### Pin placement, run 1

Pins as bars across the die edge, other pins in grey.
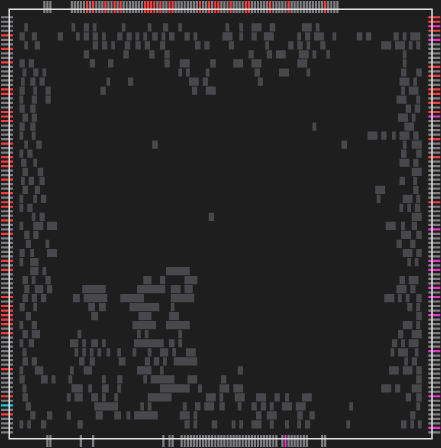
### Placed cells, one colour a class, run 1

Scale bar: 50 um.
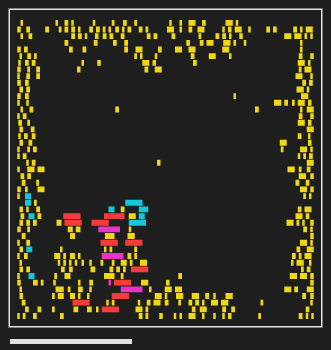
### The clock network, run 1

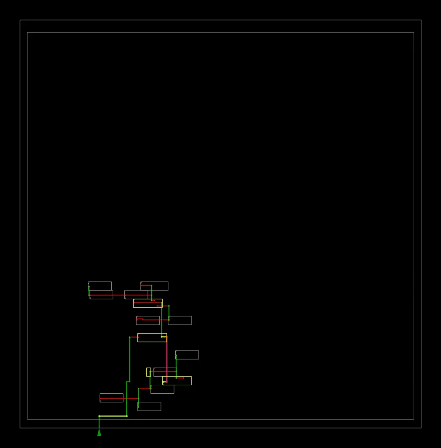
$ cat src/rtl/ode_pkg.sv
// ode_pkg: shared owner encodings, arbiter state type and default RAM widths.
package ode_pkg;
  localparam logic [1:0] OWN_NONE = 2'b00;
  localparam logic [1:0] OWN_IO = 2'b01;
  localparam logic [1:0] OWN_SLV = 2'b10;
  localparam int DEF_ADDR_W = 13;
  localparam int DEF_DATA_W = 64;
  typedef enum logic [1:0] {ST_IDLE, ST_OWN_IO, ST_OWN_SLV} arb_state_t;
endpackage

$ cat src/rtl/ram_port_mux.sv
// ram_port_mux: selects the owning requester's write/read buses onto the RAM, zero when idle.
module ram_port_mux import ode_pkg::*; #(
  parameter int AW = DEF_ADDR_W,
  parameter int DW = DEF_DATA_W
) (
  input  logic [1:0]    sel,
  input  logic          io_wr,
  input  logic [AW-1:0] io_wa,
  input  logic [AW-1:0] io_ra1,
  input  logic [AW-1:0] io_ra2,
  input  logic [DW-1:0] io_wd,
  input  logic          slv_wr,
  input  logic [AW-1:0] slv_wa,
  input  logic [AW-1:0] slv_ra1,
  input  logic [AW-1:0] slv_ra2,
  input  logic [DW-1:0] slv_wd,
  output logic          wr,
  output logic [AW-1:0] wa,
  output logic [AW-1:0] ra1,
  output logic [AW-1:0] ra2,
  output logic [DW-1:0] wd
);
  logic io, slv;
  assign io = sel == OWN_IO;
  assign slv = sel == OWN_SLV;
  assign wr = io ? io_wr : slv ? slv_wr : 1'b0;
  assign wa = io ? io_wa : slv ? slv_wa : '0;
  assign ra1 = io ? io_ra1 : slv ? slv_ra1 : '0;
  assign ra2 = io ? io_ra2 : slv ? slv_ra2 : '0;
  assign wd = io ? io_wd : slv ? slv_wd : '0;
endmodule

$ cat src/rtl/ram_port_arbiter.sv
// ram_port_arbiter: burst-capped grant FSM sharing one RAM between IO and solver, with read-valid tagging.
module ram_port_arbiter import ode_pkg::*; #(
  parameter int RAM_ADDRESS_WIDTH = DEF_ADDR_W,
  parameter int DATA_WIDTH = DEF_DATA_W,
  parameter int MAX_BURST = 16
) (
  input  logic                         CLK,
  input  logic                         RST,
  input  logic                         Load_Process,
  input  logic                         IO_Req,
  input  logic                         IO_Last,
  output logic                         IO_Gnt,
  input  logic                         IO_WR_Enable,
  input  logic                         IO_RD_Enable,
  input  logic [RAM_ADDRESS_WIDTH-1:0] IO_WR_Address,
  input  logic [RAM_ADDRESS_WIDTH-1:0] IO_RD1_Address,
  input  logic [RAM_ADDRESS_WIDTH-1:0] IO_RD2_Address,
  input  logic [DATA_WIDTH-1:0]        IO_WR_Data,
  output logic                         IO_RD_Valid,
  input  logic                         SLV_Req,
  input  logic                         SLV_Last,
  output logic                         SLV_Gnt,
  input  logic                         SLV_WR_Enable,
  input  logic                         SLV_RD_Enable,
  input  logic [RAM_ADDRESS_WIDTH-1:0] SLV_WR_Address,
  input  logic [RAM_ADDRESS_WIDTH-1:0] SLV_RD1_Address,
  input  logic [RAM_ADDRESS_WIDTH-1:0] SLV_RD2_Address,
  input  logic [DATA_WIDTH-1:0]        SLV_WR_Data,
  output logic                         SLV_RD_Valid,
  output logic                         RAM_WR_Enable,
  output logic [RAM_ADDRESS_WIDTH-1:0] RAM_WR_Address,
  output logic [RAM_ADDRESS_WIDTH-1:0] RAM_RD1_Address,
  output logic [RAM_ADDRESS_WIDTH-1:0] RAM_RD2_Address,
  output logic [DATA_WIDTH-1:0]        RAM_WR_Data,
  output logic [1:0]                   Owner
);
  localparam int CW = $clog2(MAX_BURST);
  localparam logic [CW-1:0] CAP = CW'(MAX_BURST - 1);
  arb_state_t state, next;
  logic [CW-1:0] cnt;
  logic io_end, slv_end, cap;
  assign io_end = IO_Last || !IO_Req;
  assign slv_end = SLV_Last || !SLV_Req;
  assign cap = cnt == CAP;
  // A saturated counter hands off as soon as the other side asks.
  always_comb
    next = state == ST_IDLE ? (IO_Req && (Load_Process || !SLV_Req) ? ST_OWN_IO : SLV_Req ? ST_OWN_SLV : ST_IDLE)
         : state == ST_OWN_IO ? ((io_end || cap) && SLV_Req ? ST_OWN_SLV : io_end ? ST_IDLE : ST_OWN_IO)
         : ((slv_end || cap) && IO_Req ? ST_OWN_IO : slv_end ? ST_IDLE : ST_OWN_SLV);
  always_ff @(posedge CLK) begin
    if (RST) begin
      state <= ST_IDLE;
      cnt <= '0;
      IO_Gnt <= 1'b0;
      SLV_Gnt <= 1'b0;
      Owner <= OWN_NONE;
      IO_RD_Valid <= 1'b0;
      SLV_RD_Valid <= 1'b0;
    end else begin
      state <= next;
      cnt <= next != state ? '0 : (state != ST_IDLE && !cap) ? cnt + 1'b1 : cnt;
      IO_Gnt <= next == ST_OWN_IO;
      SLV_Gnt <= next == ST_OWN_SLV;
      Owner <= next == ST_OWN_IO ? OWN_IO : next == ST_OWN_SLV ? OWN_SLV : OWN_NONE;
      IO_RD_Valid <= IO_Gnt && IO_RD_Enable;
      SLV_RD_Valid <= SLV_Gnt && SLV_RD_Enable;
    end
  end
  ram_port_mux #(.AW(RAM_ADDRESS_WIDTH), .DW(DATA_WIDTH)) u_mux (
    .sel(Owner),
    .io_wr(IO_WR_Enable && IO_Gnt),
    .io_wa(IO_WR_Address),
    .io_ra1(IO_RD1_Address),
    .io_ra2(IO_RD2_Address),
    .io_wd(IO_WR_Data),
    .slv_wr(SLV_WR_Enable && SLV_Gnt),
    .slv_wa(SLV_WR_Address),
    .slv_ra1(SLV_RD1_Address),
    .slv_ra2(SLV_RD2_Address),
    .slv_wd(SLV_WR_Data),
    .wr(RAM_WR_Enable),
    .wa(RAM_WR_Address),
    .ra1(RAM_RD1_Address),
    .ra2(RAM_RD2_Address),
    .wd(RAM_WR_Data)
  );
endmodule

$ cat config.mk
export PLATFORM = sky130hd
export DESIGN_NAME = ram_port_arbiter
export DESIGN_NICKNAME = d
export VERILOG_FILES = /design/src/rtl/ode_pkg.sv /design/src/rtl/ram_port_mux.sv /design/src/rtl/ram_port_arbiter.sv
export SDC_FILE = /design/constraint.sdc
export NUM_CORES = 1
export LEC_CHECK = 0
export ABC_AREA = 1
export CAP_MARGIN = 20
export CELL_PAD_IN_SITES_DETAIL_PLACEMENT = 1
export CELL_PAD_IN_SITES_GLOBAL_PLACEMENT = 1
export CORE_AREA = 2 2 125 127
export DETAILED_ROUTE_END_ITERATION = 7
export DIE_AREA = 0 0 127 129
export DONT_BUFFER_PORTS = 1
export PLACE_DENSITY_LB_ADDON = 0.25
export SYNTH_ARGS = -nofsm -noshare
export SYNTH_HDL_FRONTEND = slang
export SYNTH_SLANG_ARGS = --single-unit
$ cat constraint.sdc
create_clock -name CLK -period 2.3 [get_ports CLK]
set_clock_uncertainty 0.2 [all_clocks]
set_input_delay 0.46 -clock CLK [delete_from_list [all_inputs] [get_ports CLK]]
set_output_delay 0.46 -clock CLK [all_outputs]
set_load 0.005 [all_outputs]
==> job_summary.md, run 1 <==
## PnR job results

| Metric | Value |
|---|---|
| Status | complete, no violations |
| # DRC | 0 |
| Multi-input logic area | between 1500 and 2000 um2 |
| Fin. max-slew vios | 0 |
| Final instance area | between 2000 and 3000 um2 |
| First-pass DRT Iterations | 4 |
| OpenROAD warning count | 30 |
| Avg Cell Area, Syn | 5.70 um2 |
| CP peak stage delay | approximately 0.34 ns |
| Logic pwr share | about half |
| Worst setup startpoint | IO_Gnt |
| Startpoint Class | flop |
| RSZ-0062 raised after global routing | no |
| Via count | 2769 |
| Initial antenna violation count | 1 |
| Slew margin rel. | ~52% |
| Placeable Area | 15000 um2 |
| Worst setup margin | roughly 0.084 ns |
| Area reported by Yosys stat | 2380 um2 |
| Clock power share | a little under a third |
| And+or+nand+nor area frac | about 30% |
| CTS root buffer | clkbuf_16 |
| Sw Ratio | 42.3% |
| Die area | around 16000 um2 |
| Post-Place Worst Slack | 0.281 ns |
| Mapped Area | ~2400 um2 |
| Complex Gates by Area | 33.7% |
| Nature of the critical path endpoint | primary output |
| Minimum clock period | around 2.2 ns |
| 1st-iter DRT viols | around 68 |
| GR Util All Layers | between 10% and 20% |
| Die X | roughly 130 um |
| Final ANT Viol Nets | 0 |
| Flop pwr share | around a fifth |
| Top cells by area | nand3_1 (22%), o21ai_2 (22%), inv_1 (17%), dfxtp_1 (9.2%), o21ai_0 (9.2%) |
| First-pass GRT wire length | between 10 and 15 mm |
| Fraction of registers with async set/reset | 0% |
| Sw power | 432 uW |
| F_max | approximately 450 MHz |
| # Post-CTS Setup Buffers | 0 |
| FF-to-FF path depth | 10 |
| P&R area growth vs syn | 9.56% |
| Cell Area, Placed | about 2500 um2 |
| Worst Path Arrival | 1.56 ns |
| Maximum vdd drop | 0.000172 V |
| R2R setup slack | approximately 0.6 ns |
| Yosys cell count | 418 |
| CTS tree | done |
| Main synth FF type | dfxtp_1 |
| Worst slew pin tran | approximately 0.7 ns |
| Chip Height | ~130 um |
| Gate Count Post-Synth | roughly 420 |
| Site Rows | between 40 and 50 |
| Synth warn | 0 |
| Crit path required time | roughly 1.6 ns |
| Commonest cells in the netlist | inv_1 (108), nand3_1 (107), o21ai_2 (60) |
| Setup TNS | 0 ns |
| Final hold vios | 0 |
| Htree depth | 1 |
| # nets final | between 600 and 700 |
| Number of synthesized register bits | 11 |
| Gpl congestion | roughly 0.72 |
| Setup violators final | 0 |
| FP Core Util | roughly 16% |
| Top comb family, area | AND-OR/OR-AND gates |
| Post-synth EDFFs | 0 |
| Fillers | between 1500 and 2000 |
| CTS max path bufs | 2 |
| Synth mux share | less than 1% |
| Clock Latency Late Sink | roughly 0.23 ns |
| Final period util | 96.4% |
| Worst Hold Class | primary input to flop |
| Pin count of the biggest net entering global routing | roughly 110 |
| Max-Cap Viols | 0 |
| DR WL/cell | between 15 and 20 um |
| CP max FO | 46 |
| Cell Chain, Critical Path | clkinv_2 -> or2_4 -> buf_4 -> o21ai_0 |
| Most frequent cell after synthesis | inv_1 |
| Adder share | less than 1% |
| Post-DP HPWL | 8.23 mm |
| Area leader, netlist | nand3_1 |
Back to the opening pictures, 'Pin placement':
SLV_RD_Enable: drawn in cyan, pins 1, direction input, edge left. RAM_WR_Data: drawn in red, pins 64, direction output, edge 30 left, 22 top, 12 right. IO_WR_Address: drawn in magenta, pins 13, direction input, edge 12 right, 1 bottom.

Back to the opening pictures, 'Placed cells, one colour a class':
clock drivers and dummy loads: drawn in magenta, cells 4. other buffers and delay cells: drawn in cyan, cells 10. flip-flops: drawn in red, cells 11. all other logic: drawn in yellow, cells 371.

Back to the opening pictures, 'The clock network':
Clock group: 311 uW
number of buffers created by CTS: 3
clk sink count: 11
Clock buffer cells: 4
sequential cells: 11

## run 1: placed cells by master (no fill, tap or decap), types with 2 or more instances in the layout
master,n
a31oi_1,5
o21ai_1,2
o21ai_2,60
nand2_1,15
buf_4,7
nand4_1,3
nand3_1,107
inv_1,108
nand2_2,2
dfxtp_1,10
a21oi_1,2
o21ai_0,42
xnor2_1,2
nor2_1,11
clkbuf_16,3
buf_12,2
## run 1: registers in the layout, indices dropped and copies added (netlist names)
signal,count
IO_Gnt,1
IO_RD_Valid,1
Owner,1
SLV_Gnt,1
SLV_RD_Valid,1
cnt,4
state,2
## run 1: kinds of logic (layout without fill, tap and decap cells)
family,count (synthesis),after routing
muxes,1,1
buffers and inverters,147,125
xor gates and xnor gates,2,2
adders and majority gates,1,1
DFF,11,11
AOI/OAI and AO/OA,113,113
other,0,1
and+or+nand+nor,143,143
## run 1: layout make-up
class,instances,area share [%]
repair buffers,10,3.98
diodes,1,0.0959
multi-input cells,260,59.3
well taps,188,9.01
flip-flops and latches,11,8.58
inverters,111,16.0
clock buffers,4,3.02
## run 1: timing repair
| item | CTS | global route |
|---|---|---|
| hold buffers | 0 | 0 |
| gates resized | 0 | 3 |
| setup endpoints to repair | 0 | 13 |
## run 1: power groups by stage
stage	Clock, uW	Combinational, uW	Sequential [uW]
floorplan	0	413	213
global placement	0	491	215
detailed placement	0	505	215
CTS	319	507	213
global route	331	552	214
finish	311	497	212
## run 1: critical path: cells and delay by family, from the launching register on
family / cells / cell delay (ns)
buf+inv: 2 / 0.39
flops: 1 / 0.34
simple gates: 1 / 0.23
compound gates: 1 / 0.31
## run 1: per-layer routing
layer	GRT usage (%)	wire (um)
met3	1.79	883
met4	3.04	172
met2	21.7	5600
met5	0	0
met1	10.4	3530
## run 1: stage by stage
stage	total power (uW)	instances	hold slack, ns	util [%]
final	1020	585	0.0905	17.4
after global routing	1100	585	0.0872	17.4
after CTS	1040	584	0.0854	17.4
after detailed placement	720	580	0.331	16.9
after global placement	706	580	0.328	16.9
after floorplan	625	418	0.246	-
## run 1: how the worst min path moves through the flow
stage	from	end	slack (ns)	cells past startpoint
floorplan	SLV_Gnt	SLV_RD_Valid	0.25	2
global route	RST	IO_RD_Valid	0.09	1
detailed placement	RST	Owner[1]	0.33	1
CTS	RST	state[0]	0.09	1
finish	RST	SLV_Gnt	0.09	1
global placement	cnt[3]	cnt[3]	0.33	2
==> run 1 -> run 2 <==
- SLEW_MARGIN: unset -> 5
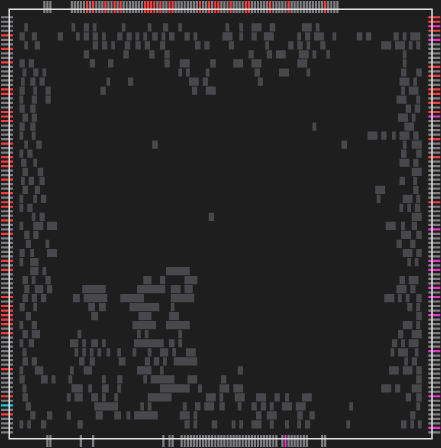
*Pin placement, run 2*
Pins as bars across the die edge, other pins in grey.
Die X: 127 um
Port Buffers: 0
Chip Height: 129 um

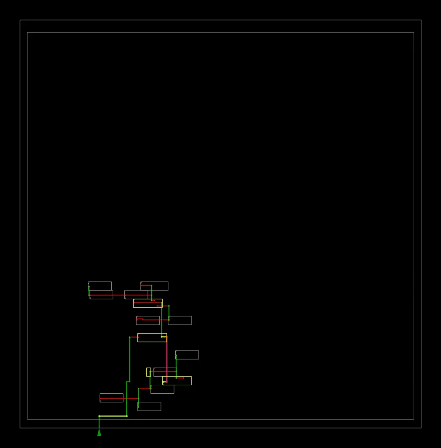
*The clock network, run 2*
Clock Latency Late Sink: 0.23 ns

==> run 2 against run 1 <==
First-iteration DRC count stayed put. Worst hold slack unchanged. Critical endpoint unchanged. Via count stayed put. Area after synthesis unchanged. Sequential power about the same. Worst setup slack is the same. Critical path type unchanged. Count of clock-buffer cells in the layout is the same. Design area unchanged. Maximum frequency is the same. Synthesized cell count unchanged.
==> job_summary.md, run 2 <==
## PnR job results

| Metric | Value |
|---|---|
| # DRC | 0 (unchanged) |
| Final ANT Viol Nets | 0 (unchanged) |
| FP Core Util | 15.9% (unchanged) |
| RSZ-0062 raised after global routing | no |
| Max-Cap Viols | 0 (unchanged) |
| Final hold vios | 0 (unchanged) |
| Number of synthesized register bits | 11 (unchanged) |
| # nets final | 615 (unchanged) |
| Post-DP HPWL | 8.23 mm (unchanged) |
| Initial antenna violation count | 1 (unchanged) |
| CP peak stage delay | 0.34 ns (about the same) |
| Pin count of the biggest net entering global routing | 106 (unchanged) |
| Htree depth | 1 (unchanged) |
| Setup violators final | 0 (unchanged) |
| OpenROAD warning count | 30 (unchanged) |
| Top cells excl fill/tap | inv_1 (108), nand3_1 (107), o21ai_2 (60), o21ai_0 (42), nand2_1 (15) |
| Commonest cells in the netlist | inv_1 (108), nand3_1 (107), o21ai_2 (60) |
| Regs by FF count | cnt: 4 flops, state: 2 flops |
| Main synth FF type | dfxtp_1 |
| Slew margin rel. | 52.3% (unchanged) |
| Die area | 16400 um2 (unchanged) |
| Gpl congestion | 0.724 (unchanged) |
| CP max FO | 46 (unchanged) |
| Worst setup margin | 0.0837 ns (unchanged) |
| Post-Place Worst Slack | 0.281 ns (unchanged) |
| CTS max path bufs | 2 (unchanged) |
| Site Rows | 45 (unchanged) |
| Fin. max-slew vios | 0 (unchanged) |
| Mapped Area | 2380 um2 (unchanged) |
| DP Cell Count | 580 (unchanged) |
| CTS root buffer | clkbuf_16 |
| GRT met3 Usage | 1.79% (unchanged) |
| Via count | 2769 (unchanged) |
| Cell Area, Placed | 2520 um2 (unchanged) |
| Met1 GRT Util | 10.4% (unchanged) |
| Final non-filler cell total | 585 (unchanged) |
| Yosys cell count | 418 (unchanged) |
| Cell Chain, Critical Path | clkinv_2 -> or2_4 -> buf_4 -> o21ai_0 |
| F_max | 451 MHz (unchanged) |
| Post-synth EDFFs | 0 (unchanged) |
| Gate Count Post-Synth | 418 (unchanged) |
| R2R setup slack | 0.59 ns (about the same) |
| DR WL/cell | 17.4 um (unchanged) |
| Vias in the first global route | approximately 2600 |
| Setup TNS | 0 ns (unchanged) |
| Fillers | 1909 (unchanged) |
| Worst slew pin tran | 0.715 ns (unchanged) |
| Startpoint Class | flop |
| Fraction of registers with async set/reset | 0% (unchanged) |
| First-pass DRT Iterations | 4 (unchanged) |
| Top Usage Layer GRT | met2 |
| Dominant logic cell type in the layout | inv_1 |
| Most frequent cell after synthesis | inv_1 |
| P&R area growth vs syn | 9.56% (unchanged) |
| Minimum clock period | 2.22 ns (unchanged) |
| Area reported by Yosys stat | 2380 um2 (unchanged) |
| Crit path required time | 1.64 ns (about the same) |
| Area leader, netlist | nand3_1 |
| Clk sink count | 11 (unchanged) |
| Avg Cell Area, Syn | 5.70 um2 (unchanged) |
| Final instance area | 2610 um2 (unchanged) |
| # Post-CTS Setup Buffers | 0 (unchanged) |
| GR Util All Layers | 10.4% (unchanged) |
| Synth warn | 0 (unchanged) |
| Biggest register | cnt |
| Status | complete, no violations |
| Placeable Area | 15000 um2 (unchanged) |
| Nature of the critical path endpoint | primary output |
| 1st-iter DRT viols | 68 (unchanged) |
| Worst Hold Class | primary input to flop |
| Final period util | 96.4% (unchanged) |
| Worst Path Arrival | 1.56 ns (about the same) |
| CTS tree | done |
## run 2: cell counts in the layout (fill, tap and decap cells not counted)
Identical to the previous run, type by type.
## run 2: report_power, final
part / leakage (uW) / internal (uW) / switching, uW / total (uW)
sequential: 0.0000904 / 202 / 10.4 / 212
clock: 0.0000382 / 232 / 78.6 / 311
combinational: 0.00110 / 154 / 343 / 497
total: 0.00123 / 588 / 432 / 1020
## run 2: critical path, delay by kind of cell, from the launching register on
kind,cells,cell delay [ns]
AND/OR/NAND/NOR,1,0.23
flip-flops,1,0.34
buffers and inverters,2,0.39
AND-OR/OR-AND,1,0.31
## run 2: through the flow
stage,power [uW],utilization [%]
2_1_floorplan,625,-
3_3_place_gp,706,16.9
3_5_place_dp,720,16.9
4_1_cts,1040,17.4
5_1_grt,1100,17.4
6_report,1020,17.4
## run 2: final timing paths
| path | from | end | cells after the start |
|---|---|---|---|
| setup / recovery | IO_Gnt | RAM_RD2_Address[12] | 4 |
| hold reg to reg | SLV_Gnt | SLV_RD_Valid | 2 |
| hold / removal | RST | SLV_Gnt | 1 |
| setup reg to reg | cnt[0] | cnt[2] | 10 |
## run 2: routing by layer
metal	part of all wire [%]	vias up
li1	-	1303
met1	35	1255
met2	55	201
met3	8.7	10
met4	1.7	0
met5	0	-
## run 2: cell type report
class                   count  area, um2  area share, %
diodes                      1       2.50         0.0959
repair buffers             10        104           3.98
well taps                 188        235           9.01
clock buffers               4       78.8           3.02
multi-input cells         260       1550           59.3
inverters                 111        418           16.0
flip-flops and latches     11        224           8.58
## run 2: kinds of logic (layout without fill, tap and decap cells)
| group | Yosys count | in the layout | synth area share (%) |
|---|---|---|---|
| other | 0 | 1 | 0 |
| flip-flops | 11 | 11 | 9.24 |
| adder cells (fa/ha/maj) | 1 | 1 | 0.525 |
| AND/OR/NAND/NOR | 143 | 143 | 29.6 |
| AND-OR/OR-AND | 113 | 113 | 33.7 |
| multiplexers | 1 | 1 | 0.473 |
| buffers and inverters | 147 | 125 | 25.8 |
| XOR/XNOR | 2 | 2 | 0.735 |
## run 2: timing repair
action,CTS,global route
hold buffers,0,0
resized,0,3
setup endpoints to repair,0,13
Power figures rest on the tool's default switching activity, not on a simulated workload.
